--- src/rtl/mem_access_ctrl.sv ---
// Sequencer between the MEM stage and the cache/main-memory system: issues lookup
// strobes, waits out miss latency, pulses the refill commit, retries, returns load data.
module mem_access_ctrl #(
    parameter int MISS_LATENCY  = 20,
    parameter int DIRTY_PENALTY = 20,
    parameter int MAX_RETRY     = 2
) (
    input  logic        clk,
    input  logic        reset_n,
    input  logic        memread_i,
    input  logic        memwrite_i,
    input  logic [31:0] addr_i,
    input  logic [31:0] wdata_i,
    output logic        stall_o,
    output logic [31:0] rdata_o,
    output logic        rvalid_o,
    output logic        err_o,
    output logic        cache_re,
    output logic        cache_we,
    output logic        cache_we2,
    output logic        cache_we3,
    output logic [31:0] cache_addr,
    output logic [31:0] cache_wdata,
    input  logic [31:0] cache_rdata,
    input  logic        cache_hit,
    input  logic        cache_miss,
    input  logic        cache_dirty,
    output logic [2:0]  dbg_state
);

    localparam logic [2:0] IDLE     = 3'd0;
    localparam logic [2:0] LOOKUP   = 3'd1;
    localparam logic [2:0] WAIT_MEM = 3'd2;
    localparam logic [2:0] FILL     = 3'd3;
    localparam logic [2:0] RETRY    = 3'd4;

    localparam int CNT_W = $clog2(MISS_LATENCY + DIRTY_PENALTY + 1);
    localparam int RTY_W = $clog2(MAX_RETRY + 1);

    logic [2:0]       state;
    logic             is_store;
    logic [CNT_W-1:0] cnt;
    logic [RTY_W-1:0] retry_cnt;

    logic             req;
    logic             in_lookup;
    logic             lk_hit;
    logic [CNT_W-1:0] miss_wait;

    // Handshake: a request (memread_i|memwrite_i) is held stable while stall_o=1;
    // it completes on the first rising edge where the request sees stall_o=0.
    assign req       = memread_i | memwrite_i;
    assign in_lookup = (state == LOOKUP) || (state == RETRY);
    // A strobe answered with neither (or both) hit and miss is handled as a miss.
    assign lk_hit    = cache_hit & ~cache_miss;
    assign miss_wait = cache_dirty ? CNT_W'(MISS_LATENCY + DIRTY_PENALTY - 1)
                                   : CNT_W'(MISS_LATENCY - 1);

    assign cache_re  = in_lookup && !is_store;
    assign cache_we  = in_lookup && is_store;
    assign cache_we2 = (state == FILL) && is_store;
    assign cache_we3 = (state == FILL) && !is_store;
    assign dbg_state = state;

    always_comb begin
        stall_o = 1'b0;
        case (state)
            IDLE:           stall_o = req;
            LOOKUP, RETRY:  stall_o = !lk_hit;
            WAIT_MEM, FILL: stall_o = 1'b1;
            default:        stall_o = 1'b0;
        endcase
    end

    always_ff @(posedge clk or negedge reset_n) begin
        if (!reset_n) begin
            state       <= IDLE;
            is_store    <= 1'b0;
            cnt         <= '0;
            retry_cnt   <= '0;
            cache_addr  <= '0;
            cache_wdata <= '0;
            rdata_o     <= '0;
            rvalid_o    <= 1'b0;
            err_o       <= 1'b0;
        end else begin
            rvalid_o <= 1'b0;
            case (state)
                IDLE: begin
                    if (req) begin
                        cache_addr  <= addr_i;
                        cache_wdata <= wdata_i;
                        is_store    <= memwrite_i;
                        retry_cnt   <= '0;
                        state       <= LOOKUP;
                    end
                end
                LOOKUP, RETRY: begin
                    if (lk_hit) begin
                        if (!is_store) begin
                            rdata_o  <= cache_rdata;
                            rvalid_o <= 1'b1;
                        end
                        state <= IDLE;
                    end else if ((state == RETRY) && (retry_cnt == RTY_W'(MAX_RETRY - 1))) begin
                        retry_cnt <= retry_cnt + 1'b1;
                        err_o     <= 1'b1;
                        state     <= IDLE;
                    end else begin
                        if (state == RETRY) begin
                            retry_cnt <= retry_cnt + 1'b1;
                        end
                        cnt   <= miss_wait;
                        state <= WAIT_MEM;
                    end
                end
                WAIT_MEM: begin
                    if (cnt == '0) begin
                        state <= FILL;
                    end else begin
                        cnt <= cnt - 1'b1;
                    end
                end
                FILL:    state <= RETRY;
                default: state <= IDLE;
            endcase
        end
    end

endmodule

--- config.mk ---
export PLATFORM = sky130hd
export DESIGN_NAME = mem_access_ctrl
export DESIGN_NICKNAME = d
export VERILOG_FILES = /design/src/rtl/mem_access_ctrl.sv
export SDC_FILE = /design/constraint.sdc
export NUM_CORES = 1
export LEC_CHECK = 0
export ABC_AREA = 1
export CAP_MARGIN = 20
export CORE_MARGIN = 2
export CORE_UTILIZATION = 62
export DETAILED_ROUTE_END_ITERATION = 8
export DONT_BUFFER_PORTS = 1
export PLACE_DENSITY_LB_ADDON = 0.12
export SLEW_MARGIN = 20
export SYNTH_ARGS = -nofsm -noshare
export SYNTH_HDL_FRONTEND = slang
export SYNTH_SLANG_ARGS = --single-unit
--- constraint.sdc ---
create_clock -name clk -period 1.69 [get_ports clk]
set_clock_uncertainty 0.15 [all_clocks]
set_input_delay 0.169 -clock clk [delete_from_list [all_inputs] [get_ports clk]]
set_output_delay 0.169 -clock clk [all_outputs]
set_load 0.05 [all_outputs]
==> reports/results.env, run 1 <==
CORE_AREA_MM2=0.00718
SYNTH.CELLS.MOST_FREQUENT='sky130_fd_sc_hd__nand2_1, sky130_fd_sc_hd__dfrtp_1, sky130_fd_sc_hd__inv_1'
CRITPATHMAXFANOUT=5
GRT_PASS1_WL_UM=18100
VIOLATIONS='negative hold slack, negative setup slack'
SYNTH-COMPOUND-AREA-SHARE=0.0811
R2R_SETUP_SLACK_PS=30
LAYOUT.NON_CLOCK_INVERTERS=81
CP_CELL_SEQUENCE='inv_6 -> nor3_4 -> inv_2 -> nor2_4 -> buf_12'
NUMBER_OF_ENDPOINTS_FAILING_SETUP_AT_THE_FINAL_STAGE=5
COUNT_OF_STANDARD_CELL_ROWS=31
AREA.SHARE.COMBINATIONAL=0.237
N_FILL_CELL=374
FINALHOLDWORSTSLACK_PS=-656
ENDPOINT_KIND='output pin'
TIMING.MAX_CAP.VIOLATIONS=0
RUN_STATUS='finished, violations left'
FINAL-HOLD-VIOLATION-COUNT=110
CTS_REPAIR_RESIZE_COUNT=14
SYN-NUM-NETS=628
FP.DIEW_UM=89.4
NETLIST_AREA_MM2=0.00452
YOSYS.STAT.SEQSHARE=0.609
SYNTHDOMINANTCELLAREASHARE=0.609
SETUP.WORST_PATH.CLASS='reg -> out'
CTSROOTBUFFERMASTER='sky130_fd_sc_hd__clkbuf_8'
DRT_PRE_ANTENNA_ITERS=4
LAYOUT.CELLS.NON_FILLER=736
MET3_ROUTED_WL_UM=1100
GRT_OVERFLOW_TOTAL=0
BIGGESTCELLCATEGORY='flip-flops and latches'
TIMING.CRITICAL_PATH.REQUIRED_PS=1370
FINISH.INSTANCE_AREA_MM2=0.00605
CLK_PIN_SLEW_PS=110
SETUP_WS_PS=-94.1
RSZ0062_AT_GRT='yes'
LARGEST_NET_DEGREE_AT_THE_START_OF_GLOBAL_ROUTING=111
YS_FF=110
### Congestion heat map, run 1

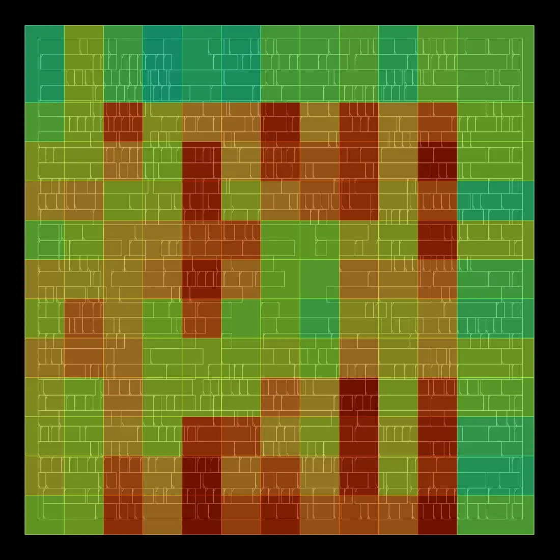
met2 global-route usage: 0.519
most used routing layer: met2
met1 Usage GRT: 0.335
Final Core Density: 0.843
global routing usage on met3: 0.0868

### Sequential cells grouped by signal name, run 1

Other sequential cells in the stronger gray, the rest of the logic in the fainter gray.
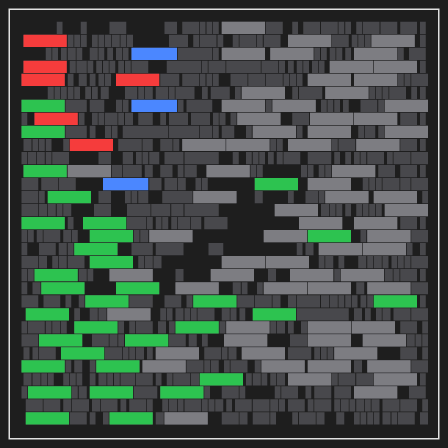
cnt -> red  # flops 6, where top left
cache_wdata -> green  # flops 32
dbg_state -> blue  # flops 3
not colored = 69
register share of the cell area: 0.456
Register Area: 0.00276 mm²

### Metal 1, run 1

Supply wires on this layer in gray. Cells faint in the background.
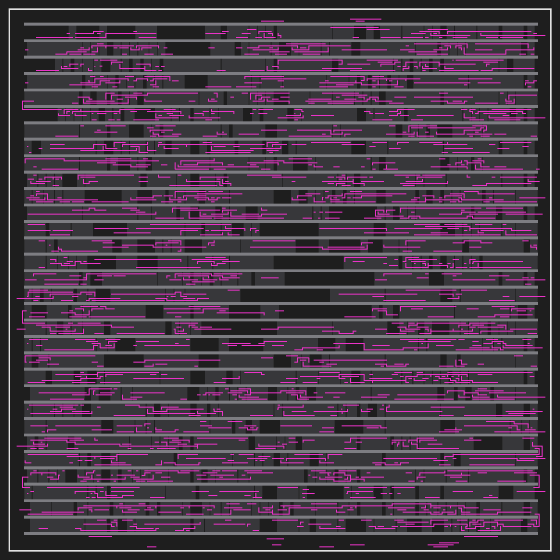
longest straight run = 21.6 µm
nets with wire on the layer = 668
share of all routed wire = 35%
wire length on this layer = 4260 µm
Total Routed Length: 12100 µm
vias: 3872

### Metal 2, run 1

Cells faint in the background.
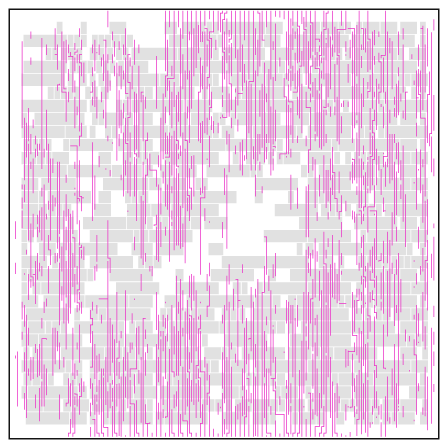

==> run 2: changes to the inputs <==
--- a/config.mk
+++ b/config.mk
@@ -11,6 +11,7 @@
 export CORE_UTILIZATION = 62
 export DETAILED_ROUTE_END_ITERATION = 8
 export DONT_BUFFER_PORTS = 1
+export MAX_ROUTING_LAYER = met4
 export PLACE_DENSITY_LB_ADDON = 0.12
 export SLEW_MARGIN = 20
 export SYNTH_ARGS = -nofsm -noshare
### Metal 2, run 2

Cells faint in the background.
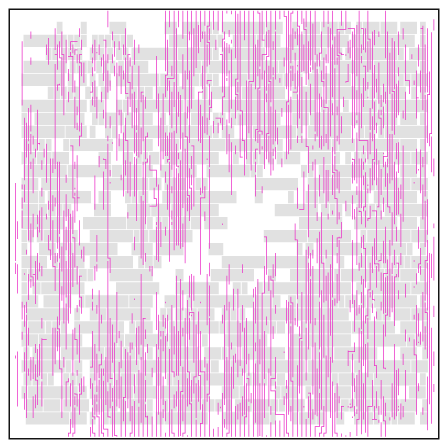
share of all routed wire = 53%
wire length on this layer = 6420 µm
Total Routed Length: 12200 µm
vias: 3849

### Sequential cells grouped by signal name, run 2

Other sequential cells in the stronger gray, the rest of the logic in the fainter gray.
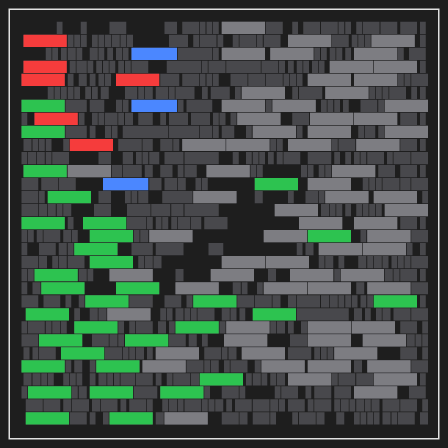
cnt -> red  # flops 6, where top left
dbg_state -> blue  # flops 3
cache_wdata -> green  # flops 32

==> run 2 against run 1 <==
The flow still finishes with violations (negative hold slack, negative setup slack). Sequential share of layout area unchanged. Wire length up 0.31%. First-iteration DRC count is 7.8% higher. Utilization unchanged.
==> reports/results.env, run 2 <==
FINISH.INSTANCE_AREA_MM2=0.00605  # unchanged
SYNTH_CELL_TYPE_COUNT=25
CORE_AREA_MM2=0.00718  # unchanged
POST_SYNTH_INST_COUNT=522
COMB.MULTI_INPUT.COUNT=311
NUMBER_OF_ENDPOINTS_FAILING_SETUP_AT_THE_FINAL_STAGE=5  # unchanged
CRITPATHMAXFANOUT=5  # unchanged
GRT-BUSIEST-LAYER='met2'
TIMING.MAX_CAP.VIOLATIONS=0  # unchanged
CTS_REPAIR_RESIZE_COUNT=14  # unchanged
NETLIST_AREA_MM2=0.00452  # unchanged
PORTBUFFERS=0
R2R_SETUP_SLACK_PS=20  # about the same
ENDPOINT_KIND='output pin'
VIOLATIONS='negative hold slack, negative setup slack'
SETUP.WORST_PATH.END='stall_o'
SYNTHDOMINANTCELLAREASHARE=0.609  # unchanged
CTSROOTBUFFERMASTER='sky130_fd_sc_hd__clkbuf_8'
N_FILL_CELL=374  # unchanged
LARGEST_NET_DEGREE_AT_THE_START_OF_GLOBAL_ROUTING=111  # unchanged
DRT_PRE_ANTENNA_ITERS=5  # +1
REGAREA_MM2=0.00276  # unchanged
CORE_UTIL_AT_FP=0.630
CP_CELL_SEQUENCE='inv_4 -> nand2_4 -> nand3_4 -> o221ai_4 -> buf_12'
CPMAXSTAGEDELAYCELL='sky130_fd_sc_hd__dfrtp_2'
SETUP_WS_PS=-92.7  # +1.33 ps
COUNT_OF_STANDARD_CELL_ROWS=31  # unchanged
LAYOUT.NON_CLOCK_INVERTERS=81  # unchanged
LAYOUT.CELLS.NON_FILLER=736  # unchanged
FINALHOLDWORSTSLACK_PS=-659  # -2.21 ps
SYNTH-COMPOUND-AREA-SHARE=0.0811  # unchanged
FINAL_CORE_UTILIZATION=0.843  # unchanged
GRT_UTIL_MET3=0.0785  # -0.00831
FINAL-HOLD-VIOLATION-COUNT=110  # unchanged
MET3_ROUTED_WL_UM=1060  # -4.1%
DETAIL_ROUTE.WIRELENGTH.MET1_UM=4260
AREA.SHARE.COMBINATIONAL=0.237  # unchanged
SETUP.WORST_PATH.CLASS='reg -> out'
RUN_STATUS='finished, violations left'
SYN-NUM-NETS=628  # unchanged
YOSYS.STAT.SEQSHARE=0.609  # unchanged
GRT_PASS1_WL_UM=18100  # about the same
TIMING.CRITICAL_PATH.REQUIRED_PS=1370  # about the same
BIGGESTCELLCATEGORY='flip-flops and latches'
YS_FF=110  # unchanged
MOST_FREQUENT_CELLS_IN_THE_LAYOUT='sky130_fd_sc_hd__nand2_1, sky130_fd_sc_hd__dfrtp_1, sky130_fd_sc_hd__dlygate4sd3_1'
DRT_FIRST_ITER_VIOLATIONS=277
SYNTH.CELLS.MOST_FREQUENT='sky130_fd_sc_hd__nand2_1, sky130_fd_sc_hd__dfrtp_1, sky130_fd_sc_hd__inv_1'
RSZ0062_AT_GRT='yes'
FP.DIEW_UM=89.4  # unchanged
### Metal 1, run 2

Supply wires on this layer in gray. Cells faint in the background.
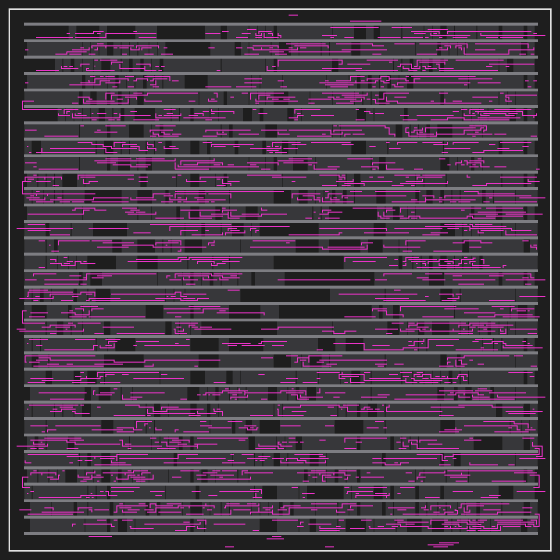
wire length on this layer = 4260 µm
nets with wire on the layer = 666
main direction = horizontal
met1 Usage GRT: 0.340

### Congestion heat map, run 2

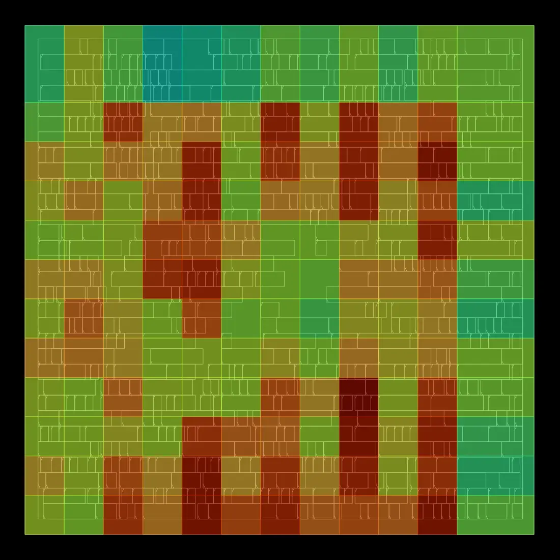

==> run 3: changes to the inputs <==
--- a/config.mk
+++ b/config.mk
@@ -8,12 +8,12 @@
 export ABC_AREA = 1
 export CAP_MARGIN = 20
 export CORE_MARGIN = 2
-export CORE_UTILIZATION = 62
+export CORE_UTILIZATION = 64
 export DETAILED_ROUTE_END_ITERATION = 8
 export DONT_BUFFER_PORTS = 1
 export MAX_ROUTING_LAYER = met4
 export PLACE_DENSITY_LB_ADDON = 0.12
-export SLEW_MARGIN = 20
+export SLEW_MARGIN = 0
 export SYNTH_ARGS = -nofsm -noshare
 export SYNTH_HDL_FRONTEND = slang
 export SYNTH_SLANG_ARGS = --single-unit
==> constraint.sdc (replaced) <==
create_clock -name clk -period 2.2 [get_ports clk]
set_clock_uncertainty 0.15 [all_clocks]
set_input_delay 0.22 -clock clk [delete_from_list [all_inputs] [get_ports clk]]
set_output_delay 0.22 -clock clk [all_outputs]
set_load 0.05 [all_outputs]
### Congestion heat map, run 3

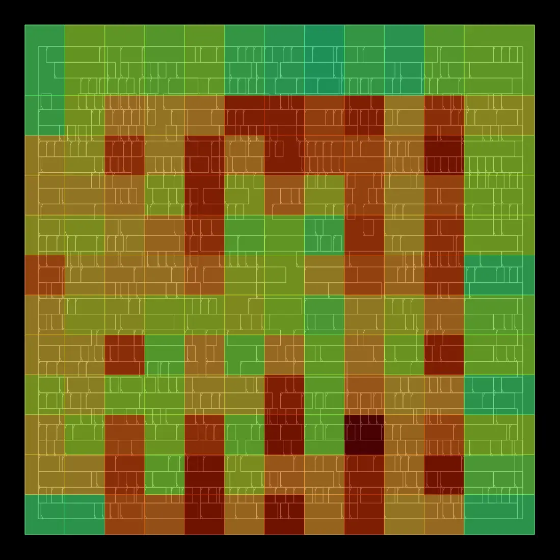
global routing usage on met3: 0.0877
wire per inst: 16.7 µm
Total Routing Usage GR: 0.326
met2 global-route usage: 0.552
Final Core Density: 0.854

### Metal 1, run 3

Supply wires on this layer in gray. Cells faint in the background.
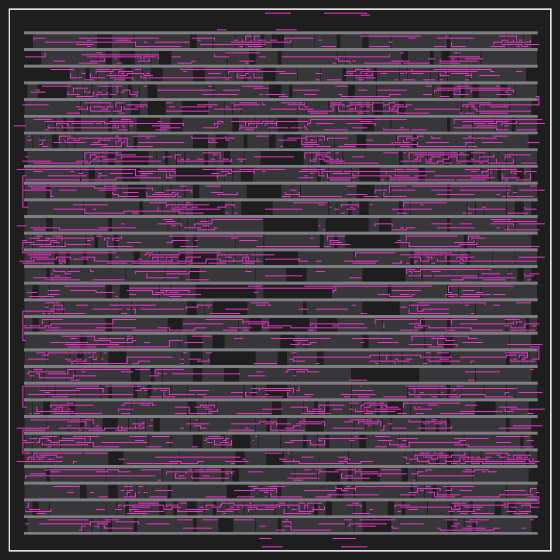
wire length on this layer = 4310 µm
longest straight run = 33.1 µm
met1 Usage GRT: 0.348
vias: 3774

### Port wiring, run 3

The bar under the picture is 20 µm long.
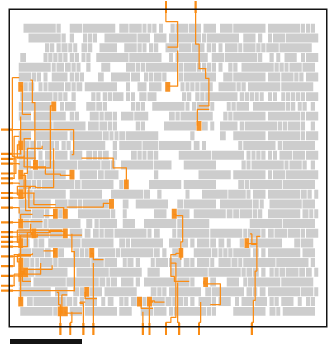
wdata_i -> orange  # bits 32, direction input, edge 20 left, 10 bottom, 2 top, end cells 32, buffers 32, wire 787 µm
I/O Pins: 209
number of port buffers: 0

==> run 3 against run 2 <==
The run ends with negative hold slack left. Worst setup slack improved by 200 ps. Critical path depth shrank 1. Final cell count shrank 1.5%. Critical endpoint unchanged. Die area down 3.0%.
==> reports/results.env, run 3 <==
SYNTH.CELLS.MOST_FREQUENT='sky130_fd_sc_hd__nand2_1, sky130_fd_sc_hd__dfrtp_1, sky130_fd_sc_hd__inv_1'
FP.DIEW_UM=88.1  # -1.5%
SETUP.WORST_PATH.END='stall_o'
CORE_UTIL_AT_FP=0.662  # +0.0317
NETLIST_AREA_MM2=0.00452  # unchanged
LARGEST_NET_DEGREE_AT_THE_START_OF_GLOBAL_ROUTING=111  # unchanged
GRT_PASS1_WL_UM=18400  # +1.8%
RSZ0062_AT_GRT='no'
SETUP_WS_PS=112  # +205 ps
FINISH.INSTANCE_AREA_MM2=0.00583  # -3.6%
DETAIL_ROUTE.WIRELENGTH.MET1_UM=4310  # +1.2%
R2R_SETUP_SLACK_PS=370  # +350 ps
LAYOUT.CELLS.NON_FILLER=725  # -1.5%
GRT-BUSIEST-LAYER='met2'
RUN_STATUS='finished, violations left'
DRT_FIRST_ITER_VIOLATIONS=223  # -19%
LAYOUT.NON_CLOCK_INVERTERS=81  # unchanged
CTS_REPAIR_RESIZE_COUNT=0  # -14
FINALHOLDWORSTSLACK_PS=-620  # +38.9 ps
YOSYS.STAT.SEQSHARE=0.609  # unchanged
ENDPOINT_KIND='output pin'
AREA.SHARE.COMBINATIONAL=0.234  # -0.00325
ROUTE.FINAL.WIRE_LENGTH_UM=12100  # -0.30%
SYNTH-COMPOUND-AREA-SHARE=0.0811  # unchanged
SYNTH_CELL_TYPE_COUNT=25  # unchanged
CRITPATHMAXFANOUT=25  # +20
VIOLATIONS='negative hold slack'
SYN-NUM-NETS=628  # unchanged
FINAL-HOLD-VIOLATION-COUNT=110  # unchanged
NUMBER_OF_ENDPOINTS_FAILING_SETUP_AT_THE_FINAL_STAGE=0  # -5
